===== config.mk =====
export PLATFORM = sky130hd
export DESIGN_NAME = branch_redirect
export DESIGN_NICKNAME = d
export VERILOG_FILES = /design/src/rtl/branch_redirect.sv
export SDC_FILE = /design/constraint.sdc
export NUM_CORES = 1
export LEC_CHECK = 0
export CAP_MARGIN = 5
export CORE_MARGIN = 5
export CORE_UTILIZATION = 40
export CTS_CLUSTER_SIZE = 30
export DETAILED_ROUTE_END_ITERATION = 10
export PLACE_DENSITY = 0.79
export SLEW_MARGIN = 0
export SYNTH_ARGS = -nofsm -noshare
export SYNTH_HDL_FRONTEND = slang
export SYNTH_SLANG_ARGS = --single-unit

===== constraint.sdc =====
create_clock -name clk -period 4.1 [get_ports clk]
set_input_delay 0.41 -clock clk [delete_from_list [all_inputs] [get_ports clk]]
set_output_delay 0.41 -clock clk [all_outputs]
set_load 0.01 [all_outputs]

===== src/rtl/branch_redirect.sv =====
// Control-flow decode/resolve between fetch and ID/EX: jump decode, a one-deep
// EX branch register, a mirror of the fetch PC, wrong-path squash and branch counters.
module branch_redirect #(
  parameter int unsigned CNT_W = 16
) (
  input  logic             clk,
  input  logic             reset,
  input  logic [31:0]      FetchData_IF,
  input  logic             AnyStall,
  input  logic [31:0]      RsData_ID,
  input  logic [31:0]      RtData_ID,
  output logic             Jump_ID,
  output logic [25:0]      JumpTgt_ID,
  output logic             BranchTaken_EX,
  output logic [31:0]      RedirectPc_EX,
  output logic             Squash_ID,
  output logic [31:0]      Pc_ID,
  output logic [CNT_W-1:0] BranchCnt,
  output logic [CNT_W-1:0] TakenCnt
);

  localparam logic [5:0] OP_J   = 6'h02;
  localparam logic [5:0] OP_JAL = 6'h03;
  localparam logic [5:0] OP_BEQ = 6'h04;
  localparam logic [5:0] OP_BNE = 6'h05;

  logic [31:0]      r_pc;
  logic             r_br_valid;
  logic             r_br_is_ne;
  logic             r_eq;
  logic [31:0]      r_redirect_pc;
  logic [CNT_W-1:0] r_branch_cnt;
  logic [CNT_W-1:0] r_taken_cnt;

  logic [5:0]  w_op;
  logic [15:0] w_imm;
  logic        w_taken;
  logic        w_is_jump;
  logic        w_is_branch;
  logic [31:0] w_npc;
  logic [31:0] w_br_tgt;
  logic [31:0] w_next_pc;

  assign w_op        = FetchData_IF[31:26];
  assign w_imm       = FetchData_IF[15:0];
  assign w_taken     = r_br_valid & (r_br_is_ne ? ~r_eq : r_eq);
  assign w_is_jump   = ((w_op == OP_J) | (w_op == OP_JAL)) & ~w_taken;
  assign w_is_branch = ((w_op == OP_BEQ) | (w_op == OP_BNE)) & ~w_taken;
  assign w_npc       = r_pc + 32'd4;
  assign w_br_tgt    = w_npc + {{14{w_imm[15]}}, w_imm, 2'b00};

  // Same priority as fetch: EX redirect beats ID jump beats sequential.
  always_comb begin
    w_next_pc = w_npc;
    if (w_taken)
      w_next_pc = r_redirect_pc;
    else if (w_is_jump)
      w_next_pc = {w_npc[31:28], FetchData_IF[25:0], 2'b00};
  end

  always_ff @(posedge clk) begin
    if (reset) begin
      r_pc          <= '0;
      r_br_valid    <= 1'b0;
      r_br_is_ne    <= 1'b0;
      r_eq          <= 1'b0;
      r_redirect_pc <= '0;
      r_branch_cnt  <= '0;
      r_taken_cnt   <= '0;
    end else if (!AnyStall) begin
      r_pc          <= w_next_pc;
      r_br_valid    <= w_is_branch;
      r_br_is_ne    <= (w_op == OP_BNE);
      r_eq          <= (RsData_ID == RtData_ID);
      r_redirect_pc <= w_br_tgt;
      if (r_br_valid && (r_branch_cnt != '1))
        r_branch_cnt <= r_branch_cnt + CNT_W'(1);
      if (w_taken && (r_taken_cnt != '1))
        r_taken_cnt <= r_taken_cnt + CNT_W'(1);
    end
  end

  assign Jump_ID        = w_is_jump;
  assign JumpTgt_ID     = FetchData_IF[25:0];
  assign BranchTaken_EX = w_taken;
  assign Squash_ID      = w_taken;
  assign RedirectPc_EX  = r_redirect_pc;
  assign Pc_ID          = r_pc;
  assign BranchCnt      = r_branch_cnt;
  assign TakenCnt       = r_taken_cnt;

endmodule


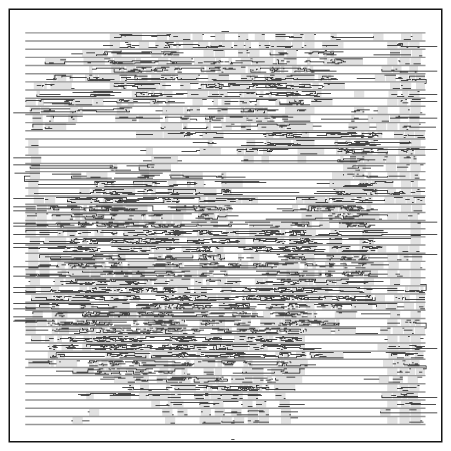
Fig. 1. Signal wires on met1.
Scale: 3 px per µm. Supply wires on this layer in grey.
longest straight run: 40.9 µm
nets with wire on the layer: 1070
share of all routed wire: 40%
wire length on this layer: 9700 µm
Routed Wire Length: 24400 µm
DR vias: 7417

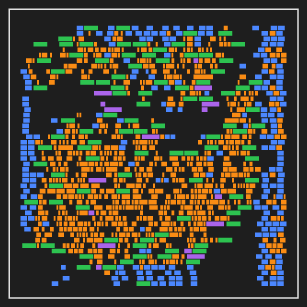
Fig. 2. Placed cells, one colour a class.
Scale: 2 px per µm.
legend:
  green:
    class: flip-flops
    cells: 99
  blue:
    class: other buffers and delay cells
    cells: 236
  orange:
    class: all other logic
    cells: 736
  purple:
    class: clock drivers and dummy loads
    cells: 16
Final Instance Area: 9640 µm²
flop share of the area: 20.6%

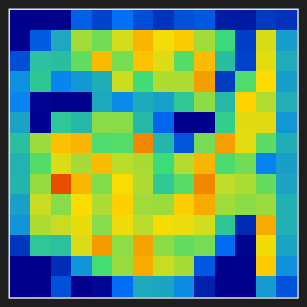
Fig. 3. Cell area per tile.
Scale: 2 px per µm. The die is cut into 14 by 14 equal tiles; dark blue is low, red is high, 0 to 100% covered.
mean over tiles: 45%
fullest tile: 91%
tiles over 75% full: 13%
emptiest ninth of the die: top left
starting density of the core: 41.0%
CORE AREA: 17400 µm²
post-layout util: 55.4%

==> CHANGELOG.md <==
## Implementation

- Top_reg_cell synth: dfxtp_1
- Synthesized area per cell: 7.84 µm²
- CP Launch Type: register
- First-pass GRT wire length: 37400 µm
- Synthesis area per yosys: 7140 µm²
- Synth Seq Share: 27.7%
- CP required: 4340 ps
- Die Y: 144 µm
- Worst r2r dst: RedirectPc_EX[20]
- Routed Antenna Nets: 0
- Unique cell types: 65
- Reg2Reg Depth: 12
- Antenna diodes: 0
- Met2 GRT Util: 37.3%
- GR peak layer: met2
- Final worst-path setup slack: 333 ps
- Critical path endpoint: RedirectPc_EX[20]
- Logic area: 4670 µm²
- Kind of critical path: register to register
- PD cells: 245 nW/µm²
- Layout area overhead: 35.0%
- Syn Std Cell Area: 7140 µm²
- Clock slew at reported path FFs: 70 ps
- Status: finished clean
stage by stage:
| step | power [µW] | util, % | hold WS [ps] |
|---|---|---|---|
| floorplan | 1270 | - | 466 |
| global placement | 1510 | 53.7 | 455 |
| detailed placement | 1520 | 53.7 | 469 |
| CTS | 2380 | 55.4 | 479 |
| global route | 2470 | 55.4 | 502 |
| finish | 2360 | 55.4 | 473 |
report_power, final:
part | switching [µW] | internal [µW] | total (µW)
clock | 439 | 428 | 866
sequential | 33.7 | 989 | 1020
combinational | 223 | 250 | 473
cells in the final DEF, fill, tap and decap left out, types with 17 or more instances in the layout:
| cell type | instances |
|---|---|
| clkdlybuf4s50_1 | 221 |
| dfxtp_1 | 99 |
| nor2_1 | 94 |
| nand2_1 | 91 |
| a21oi_1 | 68 |
| xnor2_1 | 65 |
| xor2_1 | 42 |
| o21ai_0 | 39 |
| ha_1 | 39 |
| nand3_1 | 29 |
| inv_1 | 25 |
| nand4_1 | 24 |
| mux2i_1 | 19 |
| and3_1 | 17 |
layout make-up:
type / instances / area share [%]
inverter: 25 / 0.973
clock buffer: 9 / 2.34
sequential: 99 / 20.6
tap: 225 / 2.92
clock inverter: 7 / 0.662
multi-input combinational: 711 / 48.5
timing repair buffer: 236 / 24.1
per-layer routing:
layer  wire length, µm  share of wire, %  vias to the layer above
met1              9700                40                     3428
met2             11200                46                      371
met4               764               3.1                        0
met3              2730                11                       46
li1                  -                 -                     3572
met5                 0                 0                        -
sequential cells by signal, indices dropped and copies added, names as in the netlist:
signal and flops:
Pc_ID 32, BranchCnt 16, r_br_valid 1, r_eq 1, r_br_is_ne 1, TakenCnt 16
RedirectPc_EX 32
critical path, cell delays in order, from the launching register on:
cell	delay [ps]
dfxtp_1	450
and4_1	410
nand3_2	200
or4_1	590
xnor2_1	170
ha_1	400
a21oi_1	160
o21ai_1	110
a21o_1	200
a21o_1	170
a31oi_1	340
nor4_1	80
or3_1	390
logic make-up after synthesis:
logic type | count (synthesis) | synth area share, %
AND/OR/NAND/NOR | 328 | 23.0
AND-OR/OR-AND | 217 | 19.5
XOR/XNOR | 107 | 13.1
buffers and inverters | 101 | 6.88
flip-flops | 99 | 27.7
adder cells (fa/ha/maj) | 40 | 7.11
multiplexers | 19 | 2.66
how the worst min path moves through the flow:
stage / end / cells after the start
finish: Pc_ID[1] / 2
global route: RedirectPc_EX[13] / 2
CTS: Pc_ID[1] / 2
detailed placement: Pc_ID[1] / 2
global placement: Pc_ID[0] / 2
floorplan: Pc_ID[0] / 2
Power and IR drop assume default switching activity.
